**config.mk**
```make
export PLATFORM = sky130hd
export DESIGN_NAME = bfsk_demodulator_flat
export DESIGN_NICKNAME = d
export VERILOG_FILES = /design/src/rtl/bfsk_demodulator_if.sv /design/src/rtl/bfsk_demodulator.sv /design/src/flat_wrapper.sv
export SDC_FILE = /design/constraint.sdc
export NUM_CORES = 1
export LEC_CHECK = 0
export ABC_AREA = 1
export CAP_MARGIN = 40
export CORE_UTILIZATION = 35
export CTS_CLUSTER_DIAMETER = 60
export CTS_CLUSTER_SIZE = 24
export DETAILED_ROUTE_END_ITERATION = 7
export SETUP_SLACK_MARGIN = 0.1
export SLEW_MARGIN = 20
export SYNTH_ARGS = -nofsm -noshare
export SYNTH_HDL_FRONTEND = slang
export SYNTH_SLANG_ARGS = --single-unit
```
**constraint.sdc**
```tcl
create_clock -name CLOCK_50 -period 2.4 [get_ports CLOCK_50]
set_input_delay 0.48 -clock CLOCK_50 [delete_from_list [all_inputs] [get_ports CLOCK_50]]
set_output_delay 0.48 -clock CLOCK_50 [all_outputs]
set_load 0.1 [all_outputs]
```
**src/rtl/bfsk_demodulator_if.sv**
```systemverilog
// bfsk_demodulator_if: sample stream in, recovered bit and lock status out
interface bfsk_demodulator_if #(
   parameter int SAMPLE_W = 16,
   parameter int PERIOD_W = 10
);
   logic                sample_valid;
   logic [SAMPLE_W-1:0] sample;
   logic                bit_out;
   logic                bit_valid;
   logic                locked;
   logic [PERIOD_W-1:0] period;
   logic                err_timeout;
   modport master (output sample_valid, sample, input bit_out, bit_valid, locked, period, err_timeout);
   modport slave  (input sample_valid, sample, output bit_out, bit_valid, locked, period, err_timeout);
endinterface

```
**src/rtl/bfsk_demodulator.sv**
```systemverilog
// bfsk_demodulator: period-measuring BFSK receiver with hysteresis crossing detector
module bfsk_demodulator #(
   parameter int SAMPLE_W       = 16,
   parameter int MID            = 32768,
   parameter int HYST           = 1024,
   parameter int PERIOD_W       = 10,
   parameter int MIN_PERIOD     = 32,
   parameter int MAX_PERIOD     = 1023,
   parameter int THRESH         = 192,
   parameter int CYCLES_PER_BIT = 4
) (
   input  logic               CLOCK_50,
   input  logic               reset_n,
   bfsk_demodulator_if.slave  bus
);
   localparam int RUN_W = $clog2(CYCLES_PER_BIT + 1);
   localparam logic [1:0] SEARCH  = 2'd0;
   localparam logic [1:0] MEASURE = 2'd1;
   localparam logic [1:0] TRACK   = 2'd2;
   localparam logic [SAMPLE_W-1:0] HI_TH = SAMPLE_W'(MID + HYST);
   localparam logic [SAMPLE_W-1:0] LO_TH = SAMPLE_W'(MID - HYST);
   localparam logic [PERIOD_W-1:0] MAX_C = PERIOD_W'(MAX_PERIOD);
   localparam logic [PERIOD_W-1:0] MIN_C = PERIOD_W'(MIN_PERIOD);
   localparam logic [PERIOD_W-1:0] THR_C = PERIOD_W'(THRESH);
   localparam logic [RUN_W-1:0]    CPB   = RUN_W'(CYCLES_PER_BIT);

   logic [1:0]          state_q, state_d;
   logic                hi_q, hi_d;
   logic [PERIOD_W-1:0] cnt_q, cnt_d, cnt_inc;
   logic                run_cls_q, run_cls_d;
   logic [RUN_W-1:0]    run_len_q, run_len_d, run_nxt;
   logic                bit_out_q, bit_out_d;
   logic                bit_valid_q, bit_valid_d;
   logic                locked_q, locked_d;
   logic [PERIOD_W-1:0] period_q, period_d;
   logic                err_q, err_d;
   logic                acc, above, below, xing, busy, timeout, good, cls;

   // Crossing detection, period classification and run counting for the current sample
   always_comb begin
      acc         = bus.sample_valid;
      above       = bus.sample >= HI_TH;
      below       = bus.sample <= LO_TH;
      hi_d        = acc ? (above ? 1'b1 : below ? 1'b0 : hi_q) : hi_q;
      xing        = acc & above & ~hi_q;
      busy        = state_q != SEARCH;
      cnt_inc     = (cnt_q == MAX_C) ? MAX_C : cnt_q + 1'b1;
      timeout     = acc & busy & (cnt_inc == MAX_C);
      good        = xing & busy & ~timeout & (cnt_inc >= MIN_C);
      cls         = cnt_inc < THR_C;
      run_nxt     = (cls == run_cls_q) ? run_len_q + 1'b1 : RUN_W'(1);
      state_d     = state_q;
      cnt_d       = cnt_q;
      run_cls_d   = run_cls_q;
      run_len_d   = run_len_q;
      bit_out_d   = bit_out_q;
      bit_valid_d = 1'b0;
      locked_d    = locked_q;
      period_d    = period_q;
      err_d       = 1'b0;
      if (acc && !busy) begin
         cnt_d   = xing ? '0 : cnt_q;
         state_d = xing ? MEASURE : SEARCH;
      end else if (timeout) begin
         err_d     = 1'b1;
         locked_d  = 1'b0;
         run_cls_d = 1'b0;
         run_len_d = '0;
         cnt_d     = '0;
         state_d   = SEARCH;
      end else if (good) begin
         period_d    = cnt_inc;
         locked_d    = 1'b1;
         cnt_d       = '0;
         state_d     = TRACK;
         run_cls_d   = cls;
         bit_valid_d = run_nxt == CPB;
         bit_out_d   = (run_nxt == CPB) ? cls : bit_out_q;
         run_len_d   = (run_nxt == CPB) ? '0 : run_nxt;
      end else if (acc) begin
         cnt_d = cnt_inc;
      end
   end

   // State and registered outputs; reset takes effect immediately
   always_ff @(posedge CLOCK_50 or negedge reset_n) begin
      if (!reset_n) begin
         state_q     <= SEARCH;
         hi_q        <= 1'b0;
         cnt_q       <= '0;
         run_cls_q   <= 1'b0;
         run_len_q   <= '0;
         bit_out_q   <= 1'b0;
         bit_valid_q <= 1'b0;
         locked_q    <= 1'b0;
         period_q    <= '0;
         err_q       <= 1'b0;
      end else begin
         state_q     <= state_d;
         hi_q        <= hi_d;
         cnt_q       <= cnt_d;
         run_cls_q   <= run_cls_d;
         run_len_q   <= run_len_d;
         bit_out_q   <= bit_out_d;
         bit_valid_q <= bit_valid_d;
         locked_q    <= locked_d;
         period_q    <= period_d;
         err_q       <= err_d;
      end
   end

   assign bus.bit_out     = bit_out_q;
   assign bus.bit_valid   = bit_valid_q;
   assign bus.locked      = locked_q;
   assign bus.period      = period_q;
   assign bus.err_timeout = err_q;
endmodule

```
**src/flat_wrapper.sv**
```systemverilog
// flat-port wrapper written by rule: the top's interface ports become plain ports
module bfsk_demodulator_flat 
#(
   parameter int SAMPLE_W       = 16,
   parameter int MID            = 32768,
   parameter int HYST           = 1024,
   parameter int PERIOD_W       = 10,
   parameter int MIN_PERIOD     = 32,
   parameter int MAX_PERIOD     = 1023,
   parameter int THRESH         = 192,
   parameter int CYCLES_PER_BIT = 4
)
  (CLOCK_50, reset_n, bus_sample_valid, bus_sample, bus_bit_out, bus_bit_valid, bus_locked, bus_period, bus_err_timeout);
  bfsk_demodulator_if #(.SAMPLE_W(SAMPLE_W), .PERIOD_W(PERIOD_W)) bus_i ();
  input  logic CLOCK_50;
  input  logic reset_n;
  input wire logic [$bits(bus_i.sample_valid)-1:0] bus_sample_valid;
  input wire logic [$bits(bus_i.sample)-1:0] bus_sample;
  output wire logic [$bits(bus_i.bit_out)-1:0] bus_bit_out;
  output wire logic [$bits(bus_i.bit_valid)-1:0] bus_bit_valid;
  output wire logic [$bits(bus_i.locked)-1:0] bus_locked;
  output wire logic [$bits(bus_i.period)-1:0] bus_period;
  output wire logic [$bits(bus_i.err_timeout)-1:0] bus_err_timeout;
  assign bus_i.sample_valid = bus_sample_valid;
  assign bus_i.sample = bus_sample;
  assign bus_bit_out = bus_i.bit_out;
  assign bus_bit_valid = bus_i.bit_valid;
  assign bus_locked = bus_i.locked;
  assign bus_period = bus_i.period;
  assign bus_err_timeout = bus_i.err_timeout;
  bfsk_demodulator #(.SAMPLE_W(SAMPLE_W), .MID(MID), .HYST(HYST), .PERIOD_W(PERIOD_W), .MIN_PERIOD(MIN_PERIOD), .MAX_PERIOD(MAX_PERIOD), .THRESH(THRESH), .CYCLES_PER_BIT(CYCLES_PER_BIT)) u_core (.CLOCK_50(CLOCK_50), .reset_n(reset_n), .bus(bus_i));
endmodule
```
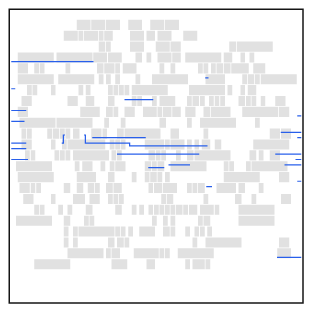
Figure 1: run 1, the metal 3 layer.
Scale: 4 px per µm. Cells faint in the background.
main direction	horizontal
wire length on this layer	148 µm
longest straight run	20.2 µm
nets with wire on the layer	21

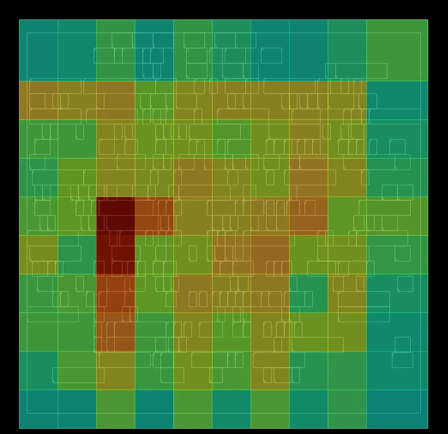
Figure 2: run 1, track usage over the die.
global routing met3 resource utilization: 3.73%
Tot GR Track Use: 17.1%
post-detailed-route wirelength per cell: 11.6 µm

==> results_tabular.tex, run 1 <==
% Yosys + OpenROAD metrics
\begin{tabular}{lr}
\hline
Metric & Value \\
\hline
\multicolumn{2}{l}{\textbf{Route}} \\
Remaining antenna violation count after routing & 0 \\
Number of iterations in the first detailed-routing pass & 6 \\
Uppermost routed layer & met4 \\
Detail-routed via count per cell & 4.64 \\
\multicolumn{2}{l}{\textbf{Final timing}} \\
Final hold violations & 0 \\
Fmax & 475 MHz \\
\multicolumn{2}{l}{\textbf{Layout}} \\
Sequential share of cell area & 34.3\% \\
Plain + repair buffers & 39 \\
Count of fill cells added during filler insertion & 501 \\
Core Util, Final & 47.3\% \\
\multicolumn{2}{l}{\textbf{Worst setup path}} \\
Class of the most critical setup path & reg2reg \\
Data required time of the worst path & 2570 ps \\
\multicolumn{2}{l}{\textbf{Global route}} \\
Vias in the first global route & 1526 \\
\multicolumn{2}{l}{\textbf{Floorplan}} \\
Cell row count & 25 \\
Height of the die & 73.1 µm \\
\multicolumn{2}{l}{\textbf{Run status}} \\
Run status & finished clean \\
\multicolumn{2}{l}{\textbf{Clock tree}} \\
Clock transition time at the flip-flop clock pins of the worst setup and hold paths & 70 ps \\
\multicolumn{2}{l}{\textbf{Synth}} \\
Synthesized flop and latch total & 31 \\
Combined area of all synthesized cells & 0.00177 mm² \\
Adder Area Share & 1.42\% \\
\hline
\end{tabular}
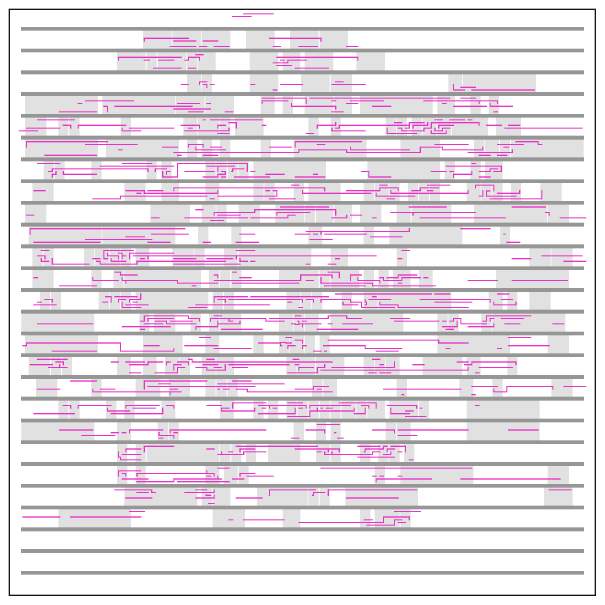
Figure 3: run 1, the metal 1 layer.
Scale: 8 px per µm. Supply wires on this layer in grey. Cells faint in the background.
longest straight run	30.4 µm
wire length on this layer	1960 µm
main direction	horizontal
nets with wire on the layer	276
share of all routed wire	48%

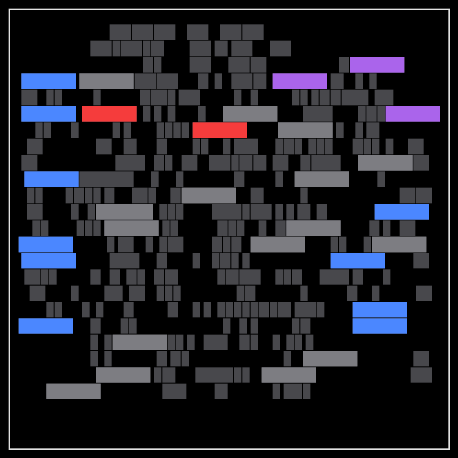
Figure 4: run 1, register map, names as in the netlist.
Scale: 6 px per µm. Other sequential cells in the stronger grey, the rest of the logic in the fainter grey.
colour	netlist name	placed flops
purple	`u_core.run_len_q`	3
red	`u_core.state_q`	2
blue	`u_core.bus.period`	10
not coloured	16

Figure 5. Metal layers overlaid (run 1).
Scale: 6 px per µm. Only two layers are drawn.
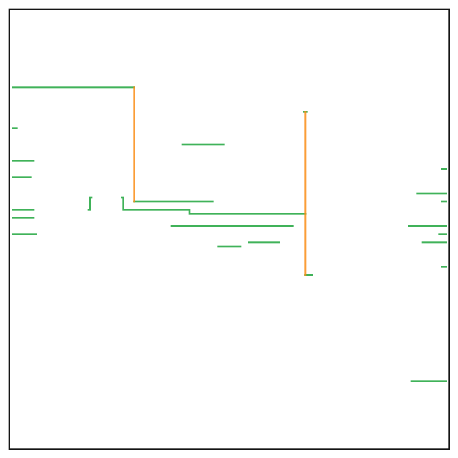

==> run 2, diff against run 1 <==
==> constraint.sdc (replaced) <==
create_clock -name CLOCK_50 -period 2.4 [get_ports CLOCK_50]
set_input_delay 0.6 -clock CLOCK_50 [delete_from_list [all_inputs] [get_ports CLOCK_50]]
set_output_delay 0.6 -clock CLOCK_50 [all_outputs]
set_load 0.1 [all_outputs]
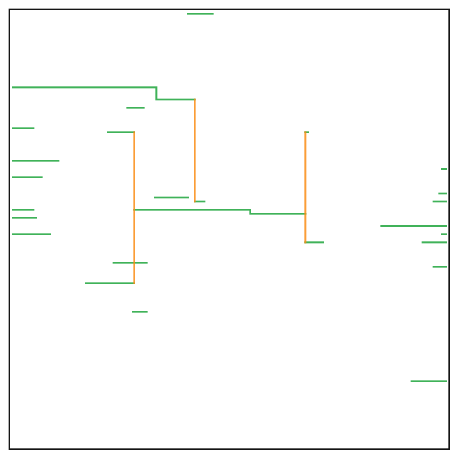
Figure 6: run 2, metal layers overlaid.
Scale: 6 px per µm. Only two layers are drawn.
colour	layer	wire length
green	met3	156 µm
orange	met4	60.5 µm

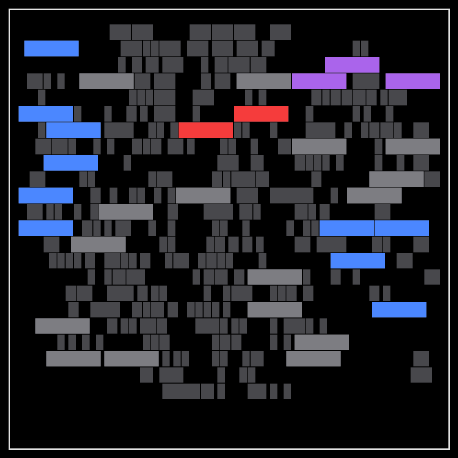
Figure 7: run 2, register map, names as in the netlist.
Scale: 6 px per µm. Other sequential cells in the stronger grey, the rest of the logic in the fainter grey.
colour	netlist name	placed flops
red	`u_core.state_q`	2
purple	`u_core.run_len_q`	3
blue	`u_core.bus.period`	10
not coloured	16

==> results_tabular.tex, run 2 <==
% Yosys + OpenROAD metrics
\begin{tabular}{lr}
\hline
Metric & Value \\
\hline
\multicolumn{2}{l}{\textbf{Power}} \\
Power density cells & 561 mW/mm² \\
Sequential power & 0.598 mW \\
\multicolumn{2}{l}{\textbf{Global route}} \\
Leftover overflow at the end of global routing & 0 \\
Global routing met3 resource utilization & 4.42\% \\
Vias in the first global route & 1485 \\
GRT met2 Usage & 25.1\% \\
Tot GR Track Use & 16.6\% \\
\multicolumn{2}{l}{\textbf{Synth}} \\
Combined area of all synthesized cells & 0.00177 mm² \\
Adder Area Share & 1.42\% \\
Synthesized flop and latch total & 31 \\
Post-synth top area cell & sky130\_fd\_sc\_hd\_\_dfrtp\_1 \\
Post-synthesis simple-gate area fraction & 41.1\% \\
Xor+xnor area frac & 0.991\% \\
\multicolumn{2}{l}{\textbf{Floorplan}} \\
Height of the die & 73.1 µm \\
Area of the core & 0.00479 mm² \\
\multicolumn{2}{l}{\textbf{Route}} \\
Number of iterations in the first detailed-routing pass & 4 \\
Uppermost routed layer & met4 \\
Post-detailed-route wirelength per cell & 11.2 µm \\
Detail-routed via count per cell & 4.58 \\
\multicolumn{2}{l}{\textbf{Min path}} \\
WHS Endpoint & u\_core.state\_q[0] \\
\multicolumn{2}{l}{\textbf{Worst setup path}} \\
Data required time of the worst path & 2580 ps \\
Class of the most critical setup path & in2reg \\
Maximum fanout along the worst path & 11 \\
\multicolumn{2}{l}{\textbf{Run status}} \\
Run status & finished clean \\
\multicolumn{2}{l}{\textbf{Clock tree}} \\
Post-CTS repair timing setup buffer count & 0 \\
Clock transition time at the flip-flop clock pins of the worst setup and hold paths & 70 ps \\
\multicolumn{2}{l}{\textbf{Layout}} \\
Core Util, Final & 47.7\% \\
Count of fill cells added during filler insertion & 513 \\
Plain + repair buffers & 42 \\
\multicolumn{2}{l}{\textbf{Placement}} \\
Worst setup slack after placement & 51.0 ps \\
\multicolumn{2}{l}{\textbf{Final timing}} \\
Final hold violations & 0 \\
Fmax & 487 MHz \\
\hline
\end{tabular}
Figure 8. The metal 1 layer (run 2).
Scale: 8 px per µm. Supply wires on this layer in grey. Cells faint in the background.
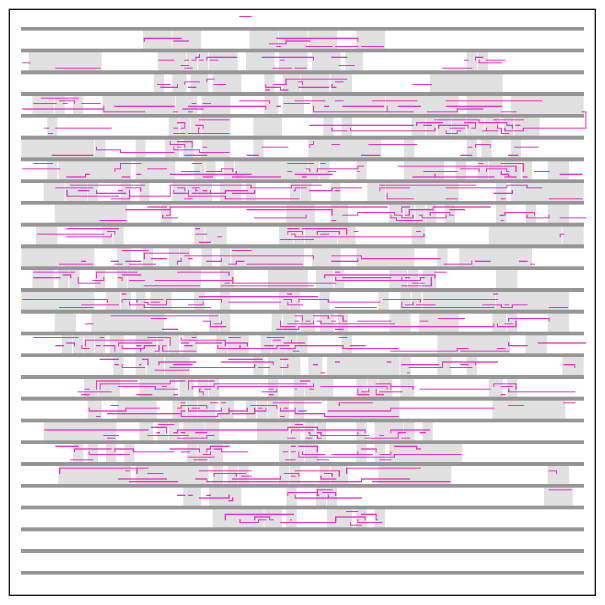

==> run 3, diff against run 2 <==
- PLACE_DENSITY: unset -> 0.63
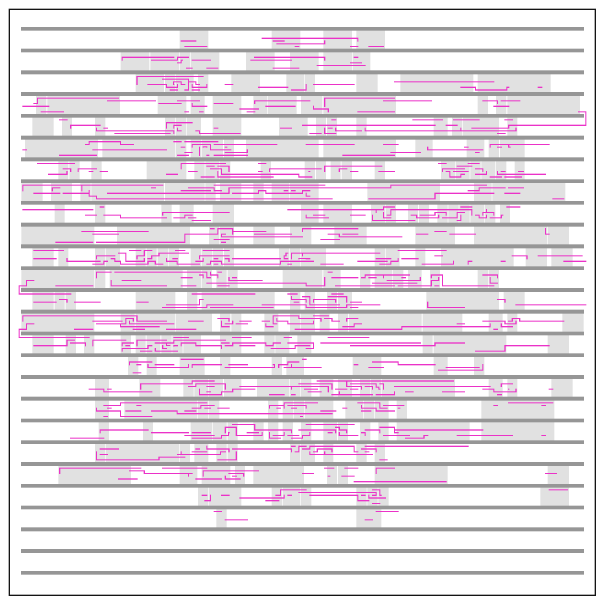
Figure 9: run 3, the metal 1 layer.
Scale: 8 px per µm. Supply wires on this layer in grey. Cells faint in the background.
longest straight run	29.4 µm
share of all routed wire	49%
wire length on this layer	1970 µm
main direction	horizontal
nets with wire on the layer	271

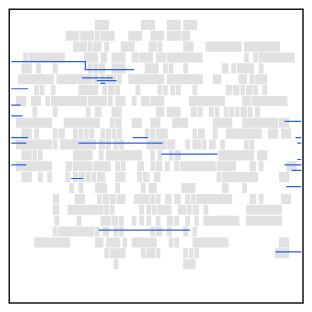
Figure 10: run 3, the metal 3 layer.
Scale: 4 px per µm. Cells faint in the background.
nets with wire on the layer	21
longest straight run	22.5 µm
wire length on this layer	150 µm
main direction	horizontal
share of all routed wire	3.8%

==> results_tabular.tex, run 3 <==
% Yosys + OpenROAD metrics
\begin{tabular}{lr}
\hline
Metric & Value \\
\hline
\multicolumn{2}{l}{\textbf{Clock tree}} \\
Post-CTS repair timing setup buffer count & 0 \\
Clock transition time at the flip-flop clock pins of the worst setup and hold paths & 70 ps \\
\multicolumn{2}{l}{\textbf{Run status}} \\
Run status & finished clean \\
\multicolumn{2}{l}{\textbf{Layout}} \\
Plain + repair buffers & 40 \\
Count of fill cells added during filler insertion & 504 \\
Core Util, Final & 47.7\% \\
Sequential share of cell area & 34.0\% \\
\multicolumn{2}{l}{\textbf{Floorplan}} \\
Area of the core & 0.00479 mm² \\
\multicolumn{2}{l}{\textbf{Global route}} \\
GRT met2 Usage & 26.4\% \\
Tot GR Track Use & 16.3\% \\
Leftover overflow at the end of global routing & 0 \\
\multicolumn{2}{l}{\textbf{Power}} \\
Sequential power & 0.596 mW \\
\multicolumn{2}{l}{\textbf{Synth}} \\
Post-synth top area cell & sky130\_fd\_sc\_hd\_\_dfrtp\_1 \\
Combined area of all synthesized cells & 0.00177 mm² \\
Xor+xnor area frac & 0.991\% \\
Adder Area Share & 1.42\% \\
Post-synthesis simple-gate area fraction & 41.1\% \\
\multicolumn{2}{l}{\textbf{Final timing}} \\
Fmax & 483 MHz \\
Final hold violations & 0 \\
\multicolumn{2}{l}{\textbf{Route}} \\
Uppermost routed layer & met4 \\
\multicolumn{2}{l}{\textbf{Min path}} \\
WHS Endpoint & u\_core.state\_q[0] \\
\multicolumn{2}{l}{\textbf{Worst setup path}} \\
Data required time of the worst path & 2570 ps \\
\hline
\end{tabular}
Power and IR drop assume default switching activity.
